--- src/rtl/tt_um_jleugeri_ttt_pkg.sv ---
// tt_um_jleugeri_ttt_pkg: shared types and token arithmetic.
// TTT_DEMUX_SATURATE_EN selects clamping instead of two's-complement wrap in tok_add.
package tt_um_jleugeri_ttt_pkg;

    typedef enum logic [1:0] {
        CONN_NONE = 2'b00,
        CONN_GOOD = 2'b01,
        CONN_BAD  = 2'b10
    } conn_t;

    typedef enum logic [2:0] {IDLE, GO, WAIT, SCAN, NEXT, PUBLISH} demux_state_t;

    // Result is meant to be truncated to w bits by the caller.
    function automatic int tok_add(input int acc, input int sign, input int w);
        int s;
        s = acc + sign;
`ifdef TTT_DEMUX_SATURATE_EN
        return (s > (1 << (w - 1)) - 1) ? (1 << (w - 1)) - 1 : (s < -(1 << (w - 1))) ? -(1 << (w - 1)) : s;
`else
        return (s <<< (32 - w)) >>> (32 - w);
`endif
    endfunction

endpackage

--- src/rtl/tt_um_jleugeri_ttt_accum.sv ---
// tt_um_jleugeri_ttt_accum: bank of per-target good/bad token accumulators with synchronous clear.
module tt_um_jleugeri_ttt_accum
    import tt_um_jleugeri_ttt_pkg::*;
#(
    parameter int NUM_PROCESSORS  = 10,
    parameter int NEW_TOKENS_BITS = 4,
    localparam int IDX_W = $clog2(NUM_PROCESSORS)
) (
    input  logic                                      clk,
    input  logic                                      rst_n,
    input  logic                                      add_en,
    input  logic [IDX_W-1:0]                          tgt,
    input  logic                                      sel_bad,
    input  logic signed [1:0]                         sign,
    input  logic                                      clear,
    output logic [NUM_PROCESSORS*NEW_TOKENS_BITS-1:0] good_vals,
    output logic [NUM_PROCESSORS*NEW_TOKENS_BITS-1:0] bad_vals
);

    logic signed [NEW_TOKENS_BITS-1:0] good [NUM_PROCESSORS];
    logic signed [NEW_TOKENS_BITS-1:0] bad  [NUM_PROCESSORS];

    always_ff @(posedge clk) begin
        if (!rst_n || clear) begin
            for (int i = 0; i < NUM_PROCESSORS; i++) begin
                good[i] <= '0;
                bad[i]  <= '0;
            end
        end else if (add_en) begin
            if (sel_bad)
                bad[tgt] <= NEW_TOKENS_BITS'(tok_add(int'(bad[tgt]), int'(sign), NEW_TOKENS_BITS));
            else
                good[tgt] <= NEW_TOKENS_BITS'(tok_add(int'(good[tgt]), int'(sign), NEW_TOKENS_BITS));
        end
    end

    for (genvar i = 0; i < NUM_PROCESSORS; i++) begin : g_pack
        assign good_vals[i*NEW_TOKENS_BITS +: NEW_TOKENS_BITS] = good[i];
        assign bad_vals[i*NEW_TOKENS_BITS +: NEW_TOKENS_BITS]  = bad[i];
    end

endmodule

--- src/rtl/tt_um_jleugeri_ttt_demux.sv ---
// tt_um_jleugeri_ttt_demux: receive end of the TTT mux handshake; sweeps sources, fans signed events
// through a connection table into token accumulators and publishes them. Option: TTT_DEMUX_SATURATE_EN.
module tt_um_jleugeri_ttt_demux
    import tt_um_jleugeri_ttt_pkg::*;
#(
    parameter int NUM_PROCESSORS  = 10,
    parameter int NEW_TOKENS_BITS = 4,
    localparam int IDX_W = $clog2(NUM_PROCESSORS),
    localparam int TW    = NUM_PROCESSORS * NEW_TOKENS_BITS
) (
    input  logic             clk,
    input  logic             rst_n,
    input  logic             tick_in,
    output logic             mux_go_out,
    output logic             mux_next_out,
    input  logic             mux_hot_in,
    input  logic             mux_done_in,
    input  logic [IDX_W-1:0] src_idx_in,
    input  logic             src_tstart_in,
    input  logic             src_tstop_in,
    input  logic             cfg_we,
    input  logic [IDX_W-1:0] cfg_src,
    input  logic [IDX_W-1:0] cfg_tgt,
    input  logic [1:0]       cfg_conn,
    output logic [TW-1:0]    new_good_tokens,
    output logic [TW-1:0]    new_bad_tokens,
    output logic             enable
);

    localparam logic [IDX_W:0] NP = (IDX_W + 1)'(NUM_PROCESSORS);

    demux_state_t      state, state_nxt;
    logic [1:0]        conn_tbl [NUM_PROCESSORS][NUM_PROCESSORS];
    logic [IDX_W-1:0]  src, tgt;
    logic signed [1:0] sign, sign_in;
    logic [1:0]        conn;
    logic [TW-1:0]     good_vals, bad_vals;

    assign sign_in      = $signed({1'b0, src_tstart_in}) - $signed({1'b0, src_tstop_in});
    assign conn         = (state == SCAN) ? conn_tbl[src][tgt] : CONN_NONE;
    assign mux_go_out   = state == GO;
    assign mux_next_out = state == NEXT;

    always_ff @(posedge clk) begin
        state <= !rst_n ? IDLE : state_nxt;
    end

    always_comb begin
        state_nxt = state;
        case (state)
            IDLE:    state_nxt = tick_in ? GO : IDLE;
            GO:      state_nxt = WAIT;
            WAIT:    state_nxt = mux_done_in ? PUBLISH
                               : !mux_hot_in ? WAIT
                               : (sign_in == 2'sd0 || {1'b0, src_idx_in} >= NP) ? NEXT : SCAN;
            SCAN:    state_nxt = (tgt == IDX_W'(NUM_PROCESSORS - 1)) ? NEXT : SCAN;
            NEXT:    state_nxt = WAIT;
            PUBLISH: state_nxt = IDLE;
            default: state_nxt = IDLE;
        endcase
    end

    always_ff @(posedge clk) begin
        if (!rst_n) begin
            src             <= '0;
            tgt             <= '0;
            sign            <= '0;
            enable          <= 1'b0;
            new_good_tokens <= '0;
            new_bad_tokens  <= '0;
            for (int i = 0; i < NUM_PROCESSORS; i++)
                for (int j = 0; j < NUM_PROCESSORS; j++)
                    conn_tbl[i][j] <= CONN_NONE;
        end else begin
            enable <= state == PUBLISH;
            if (state == PUBLISH) begin
                new_good_tokens <= good_vals;
                new_bad_tokens  <= bad_vals;
            end
            if (state == WAIT && !mux_done_in && mux_hot_in) begin
                src  <= src_idx_in;
                sign <= sign_in;
                tgt  <= '0;
            end else if (state == SCAN) begin
                tgt <= tgt + 1'b1;
            end
            // Table is only writable between sweeps so a scan never sees a half-updated row.
            if (state == IDLE && cfg_we && {1'b0, cfg_src} < NP && {1'b0, cfg_tgt} < NP)
                conn_tbl[cfg_src][cfg_tgt] <= cfg_conn;
        end
    end

    tt_um_jleugeri_ttt_accum #(
        .NUM_PROCESSORS (NUM_PROCESSORS),
        .NEW_TOKENS_BITS(NEW_TOKENS_BITS)
    ) u_accum (
        .clk      (clk),
        .rst_n    (rst_n),
        .add_en   (conn == CONN_GOOD || conn == CONN_BAD),
        .tgt      (tgt),
        .sel_bad  (conn == CONN_BAD),
        .sign     (sign),
        .clear    (state == PUBLISH),
        .good_vals(good_vals),
        .bad_vals (bad_vals)
    );

endmodule
--- config.mk ---
export PLATFORM = sky130hd
export DESIGN_NAME = tt_um_jleugeri_ttt_demux
export DESIGN_NICKNAME = d
export VERILOG_FILES = /design/src/rtl/tt_um_jleugeri_ttt_pkg.sv /design/src/rtl/tt_um_jleugeri_ttt_accum.sv /design/src/rtl/tt_um_jleugeri_ttt_demux.sv
export SDC_FILE = /design/constraint.sdc
export NUM_CORES = 1
export LEC_CHECK = 0
export ABC_AREA = 1
export CAP_MARGIN = 20
export CORE_MARGIN = 1.5
export CORE_UTILIZATION = 45
export CTS_BUF_LIST = sky130_fd_sc_hd__clkbuf_16
export DETAILED_ROUTE_END_ITERATION = 8
export GPL_ROUTABILITY_DRIVEN = 0
export MAX_ROUTING_LAYER = met4
export PLACE_DENSITY = 0.66
export SLEW_MARGIN = 20
export SYNTH_ARGS = -nofsm -noshare
export SYNTH_HDL_FRONTEND = slang
export SYNTH_SLANG_ARGS = --single-unit
--- constraint.sdc ---
create_clock -name clk -period 4.45 [get_ports clk]
set_input_delay 0.445 -clock clk [delete_from_list [all_inputs] [get_ports clk]]
set_output_delay 0.445 -clock clk [all_outputs]
set_load 0.005 [all_outputs]
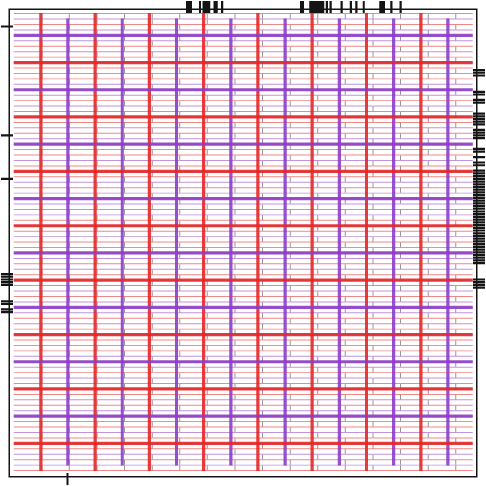
**Above:** run 1 (power grid).
Scale: 2 px per µm. Pins as bars on the die edge. Tap cells in gray.
Key: red = VSS; purple = VDD
85 met1 rails follow the rows. 105 signal pins sit on the boundary.

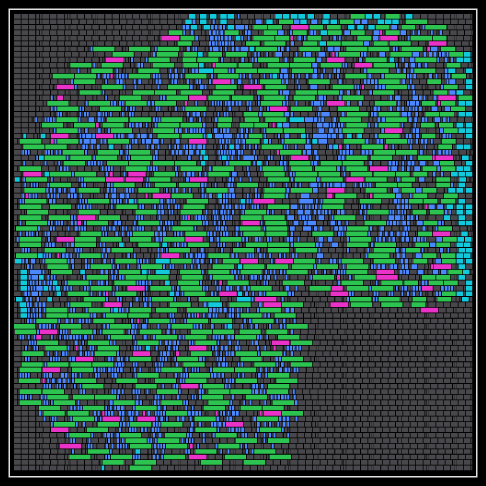
**Above:** run 1 (cell classes on the final placement).
Scale: 2 px per µm. Fill, decap, tap and diode cells in gray.
Key: cyan = remaining buffers and delay cells [cells 156, share of their area 5.5%]; green = sequential cells [cells 550, share of their area 57%]; blue = remaining logic cells [cells 1,879, share of their area 31%]; magenta = clock drivers and dummy loads [cells 107, share of their area 6.7%]
Seq/total area: 55.3%
core area: 0.0524 mm²

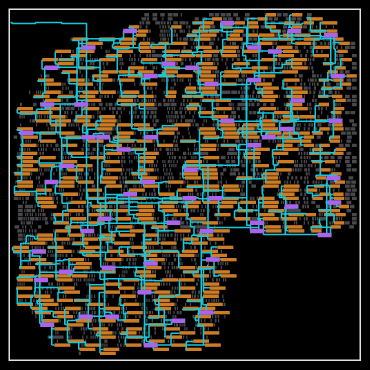
**Above:** run 1 (routed clock nets over the placement).
Scale: 1.5 px per µm.
Key: cyan = clock wires [length 6,390 µm]; orange = flip-flops [count 550]; purple = clock-net drivers [count 57]
Position of the flops: widely spread. There are 58 routed clock nets.
clock insertion delay at the later pin of the skew report: 0.60 ns
clock share of power: 41.5%
largest clock skew in the final design: 0.0284 ns

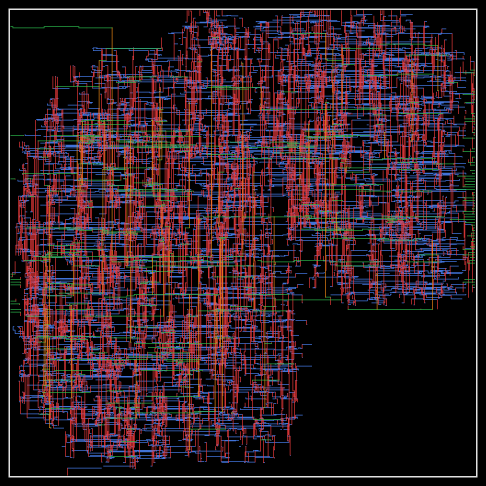
**Above:** run 1 (metal layers overlaid).
Scale: 2 px per µm.
Key: green = M3 [wire length 3,730 µm]; red = M2 [wire length 27.7 mm]; blue = M1 [wire length 24.7 mm]; orange = M4 [wire length 2,340 µm]

==> Slide: Implementation Results, run 1 <==
Synthesis and Place & Route Summary

Global routing
  • Wire length of the first global-routing pass: 91.1 mm
  • Met1 global-route usage: 28.2%
  • GR Layer Usage met2: 35.7%

Clock tree
  • Root Buffer: sky130_fd_sc_hd__clkbuf_16
  • Hold-fix buffer count after cts: 0
  • CTS tree: yes
  • Post CTS Setup Buffer Count: 0

Power
  • Static leakage power: 11.0 nW
  • Total power consumption of the routed design: 11.1 mW
  • Internal Dissipation: 8.57 mW
  • Clock Power: 4.59 mW
  • Ratio of total power to cell area: 395 mW/mm²
  • Comb pwr: 0.633 mW

Logic synthesis
  • Area leader, netlist: sky130_fd_sc_hd__edfxtp_1
  • Sequential area share after synthesis: 65.1%

Floorplan
  • Top-Level Pins: 105

Setup path
  • Critical Path Fanout Max: 17
  • Slowest CP cell: sky130_fd_sc_hd__nor2_1
  • Element type at the critical path end: flop
  • Max stage delay on crit path: 0.45 ns
  • Arr. time, crit path: 3.98 ns

Final timing
  • Final setup slack of the worst path: 0.903 ns
  • Unrepaired setup endpoints after global routing: false

Cells and area
  • Highest-count cells in the layout ignoring fill and taps: 563 x sky130_fd_sc_hd__nand2_1, 448 x sky130_fd_sc_hd__edfxtp_1, 406 x sky130_fd_sc_hd__nor2_1
  • Top register by number of flip-flops: conn_tbl

Detailed routing
  • Top Metal Used: met4
  • DRT Wirelength: 58.5 mm

Run
  • Count of maximum capacitance violations: 0

Outcome
  • Result of the run: complete, no violations

Placed design
  • HPWL reported at the end of detailed placement: 38.3 mm
[run 1: kinds of logic (layout without fill, tap and decap cells)]
| logic type | after synthesis | in the layout | synth area share, % |
|---|---|---|---|
| other cells | 1 | 169 | 0.0158 |
| compound gates | 355 | 355 | 8.65 |
| simple gates | 1197 | 1197 | 20.2 |
| fa+ha+maj | 11 | 11 | 0.641 |
| flops | 550 | 550 | 65.1 |
| xor+xnor | 6 | 6 | 0.221 |
| mux | 16 | 16 | 0.673 |
| buf+inv | 272 | 389 | 4.53 |
[run 1: per-stage QoR]
step           instance area (µm²)  util, %
2_1_floorplan                24400        -
3_3_place_gp                 26200     50.0
3_5_place_dp                 26200     50.0
4_1_cts                      28000     53.5
5_1_grt                      28000     53.5
6_report                     28000     53.5
[run 1: cells in the mapped netlist]
cell type and instances:
sky130_fd_sc_hd__a211oi_1 1, sky130_fd_sc_hd__a21oi_1 74, sky130_fd_sc_hd__a22o_1 40, sky130_fd_sc_hd__a31oi_1 1, sky130_fd_sc_hd__buf_1 7, sky130_fd_sc_hd__buf_2 40, sky130_fd_sc_hd__buf_4 2, sky130_fd_sc_hd__clkbuf_1 97
sky130_fd_sc_hd__clkinv_1 6, sky130_fd_sc_hd__conb_1 1, sky130_fd_sc_hd__dfxtp_1 102, sky130_fd_sc_hd__edfxtp_1 448, sky130_fd_sc_hd__fa_1 2, sky130_fd_sc_hd__ha_1 9, sky130_fd_sc_hd__inv_1 116, sky130_fd_sc_hd__inv_2 4
sky130_fd_sc_hd__mux2i_1 16, sky130_fd_sc_hd__nand2_1 563, sky130_fd_sc_hd__nand3_1 172, sky130_fd_sc_hd__nand3b_1 2, sky130_fd_sc_hd__nand4_1 6, sky130_fd_sc_hd__nor2_1 407, sky130_fd_sc_hd__nor2_2 1, sky130_fd_sc_hd__nor3_1 44
sky130_fd_sc_hd__nor3_4 1, sky130_fd_sc_hd__o211ai_1 24, sky130_fd_sc_hd__o21ai_0 187, sky130_fd_sc_hd__o21ai_1 3, sky130_fd_sc_hd__o221ai_1 14, sky130_fd_sc_hd__o22a_1 1, sky130_fd_sc_hd__o22ai_1 10, sky130_fd_sc_hd__or2_2 1
sky130_fd_sc_hd__xnor2_1 2, sky130_fd_sc_hd__xor2_1 4
[run 1: final cells by class]
cell class | instances | area (µm²) | area share [%]
flip-flops and latches | 550 | 15500 | 55.3
multi-input cells | 1753 | 7890 | 28.1
repair buffers | 156 | 1490 | 5.33
clock buffers | 59 | 1480 | 5.26
well taps | 688 | 861 | 3.07
inverters | 126 | 475 | 1.70
clock inverters | 48 | 339 | 1.21
diodes | 1 | 2.50 | 0.00892
[run 1: worst paths after layout]
check        slack, ns           endpoint  cells after the start  startpoint
max               0.90  u_accum.bad[3][3]                     18        flop
min               0.45               flop                      2      src[2]
max reg2reg       0.90  u_accum.bad[3][3]                     18        flop
min reg2reg       0.45               flop                      2      src[2]
[run 1: worst min-delay path, stage by stage (launching register included)]
cell and delay [ns]:
sky130_fd_sc_hd__dfxtp_1 0.29, sky130_fd_sc_hd__inv_1 0.04, sky130_fd_sc_hd__a21oi_1 0.06
## Run 2: what changed since run 1
- clock period: 4.45 -> 3.3 ns (I/O delays scaled with it)
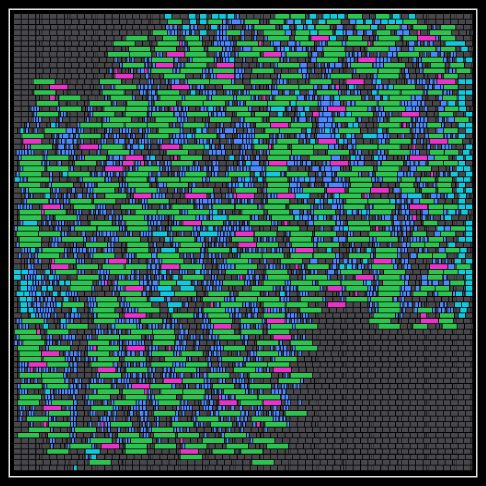
**Above:** run 2 (cell classes on the final placement).
Scale: 2 px per µm. Fill, decap, tap and diode cells in gray.
post-route design area: 0.0286 mm²
Seq/total area: 54.2%
Post-Route Utilization: 54.6%
row cnt: 84

==> Slide: Implementation Results, run 2 <==
Synthesis and Place & Route Summary

Min path
  • Hold path startpoint: rst_n

Global routing
  • Wire length of the first global-routing pass: 93.4 mm

Logic synthesis
  • Area leader, netlist: sky130_fd_sc_hd__edfxtp_1
  • List of most frequent post-synthesis cells: 563 x sky130_fd_sc_hd__nand2_1, 448 x sky130_fd_sc_hd__edfxtp_1, 407 x sky130_fd_sc_hd__nor2_1
  • Leading register cell type out of synthesis: sky130_fd_sc_hd__edfxtp_1
  • Registers, synthesis: 550
  • Count of flip-flops with a built-in enable after synthesis: 448
  • Sequential area share after synthesis: 65.1%
  • Leading cell type by number of instances after synthesis: sky130_fd_sc_hd__nand2_1
  • Post-synth ARST share: 0%

Detailed routing
  • DRT Wirelength: 60.2 mm

Setup path
  • Critical Path Fanout Max: 32
  • Arr. time, crit path: 3.50 ns
  • Element type at the critical path end: flop

Floorplan
  • Core area: 0.0524 mm²
  • Top-Level Pins: 105

Outcome
  • Result of the run: complete, no violations

Cells and area
  • Highest-count cells in the layout ignoring fill and taps: 563 x sky130_fd_sc_hd__nand2_1, 448 x sky130_fd_sc_hd__edfxtp_1, 406 x sky130_fd_sc_hd__nor2_1
  • Layout cell share with drive strength beyond 1: 7.71%
  • Top register by number of flip-flops: conn_tbl

Run
  • Count of maximum capacitance violations: 0

Clock tree
  • CTS tree: yes
  • Hold-fix buffer count after cts: 0
  • Clock insertion delay at the later pin of the skew report: 0.63 ns
  • Root Buffer: sky130_fd_sc_hd__clkbuf_16

Power
  • Internal Dissipation: 11.5 mW
  • Ratio of total power to cell area: 522 mW/mm²
  • Clock share of power: 41.4%
  • Total power consumption of the routed design: 14.9 mW

Placed design
  • HPWL reported at the end of detailed placement: 39.4 mm

Final timing
  • Largest clock skew in the final design: 0.0272 ns
  • Unrepaired setup endpoints after global routing: false
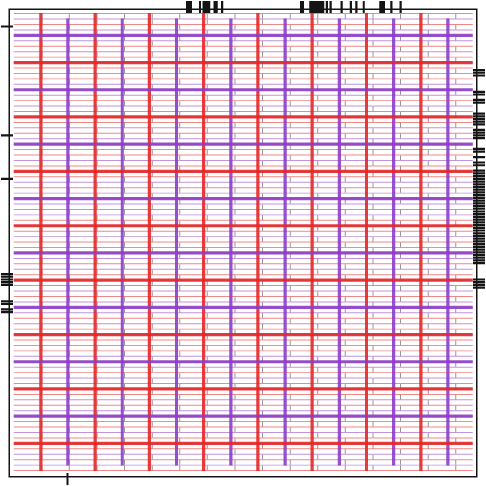
**Above:** run 2 (power grid).
Scale: 2 px per µm. Pins as bars on the die edge. Tap cells in gray.
Max IR drop VDD: 356 µV
horizontal extent of the die: 233 µm
DIE HEIGHT: 233 µm

[run 2: cell counts after synthesis]
Identical to the previous run, type by type.
[run 2: cell families (layout without fill, tap and decap cells)]
logic type	Yosys count	after routing	synth area share (%)
other	1	168	0.0158
DFF	550	550	65.1
buffers and inverters	272	446	4.53
AOI/OAI and AO/OA	355	355	8.65
and+or+nand+nor	1197	1197	20.2
xor gates and xnor gates	6	6	0.221
muxes	16	16	0.673
adders and majority gates	11	11	0.641
[run 2: final timing paths]
check / cells after the start / endpoint / slack [ns]
setup / recovery: 14 / u_accum.bad[5][3] / 0.16
hold / removal: 2 / conn_tbl[0][7] / 0.20
setup reg to reg: 14 / u_accum.bad[5][3] / 0.16
hold reg to reg: 2 / src[2] / 0.45
[run 2: repair_timing]
item                                   4_1_cts  5_1_grt
gates resized                                0       12
setup endpoints to repair                    0       92
endpoints found under the hold margin        0        0
setup buffers                                0        3
[run 2: area by class of cell]
cell class	count	area, µm²
multi-input combinational	1753	7890
timing repair buffer	212	2080
sequential	550	15500
clock buffer	61	1530
tap	688	861
fill	4565	23800
clock inverter	47	288
inverter	126	478
[run 2: per-layer routing]
metal,up-vias,share of wire [%],GRT usage [%]
li1,8669,-,-
met1,8708,41,28.9
met2,724,48,37.4
met3,143,6.8,2.89
met4,0,3.3,8.73
met5,-,0,-
[run 2: worst max-delay path: stages, from the launching register on]
cell	delay [ns]
sky130_fd_sc_hd__dfxtp_4	0.52
sky130_fd_sc_hd__buf_12	0.21
sky130_fd_sc_hd__a21oi_1	0.08
sky130_fd_sc_hd__o21ai_0	0.15
sky130_fd_sc_hd__o21ai_0	0.14
sky130_fd_sc_hd__o22ai_1	0.29
sky130_fd_sc_hd__o21ai_0	0.23
sky130_fd_sc_hd__ha_1	0.32
sky130_fd_sc_hd__nand3_1	0.06
sky130_fd_sc_hd__nand2_1	0.08
sky130_fd_sc_hd__xor2_1	0.20
sky130_fd_sc_hd__xor2_1	0.23
sky130_fd_sc_hd__nor2_1	0.11
sky130_fd_sc_hd__inv_2	0.17
sky130_fd_sc_hd__nor2_1	0.06
[run 2: power by group through the flow]
stage          combinational (mW)  clock (mW)  sequential (mW)
6_report                    0.895        6.18             7.87
5_1_grt                     0.998        6.57             7.89
2_1_floorplan               0.560           0             7.97
3_3_place_gp                0.856           0             8.01
4_1_cts                     0.878        6.29             7.87
3_5_place_dp                0.873           0             8.02
[run 2: stage by stage]
stage | worst slack [ns] | hold WS [ns] | cells | instance area, µm² | utilization (%)
final | 0.157 | 0.199 | 3437 | 28600 | 54.6
after global routing | 0.0169 | 0.193 | 3437 | 28600 | 54.6
after CTS | 0.0763 | 0.177 | 3432 | 28500 | 54.4
after detailed placement | 0.106 | 0.444 | 3324 | 26700 | 50.9
after global placement | 0.124 | 0.435 | 3324 | 26700 | 50.9
after floorplan | 0.0874 | 0.421 | 2575 | 24400 | -
Power figures rest on the tool's default switching activity, not on a simulated workload.
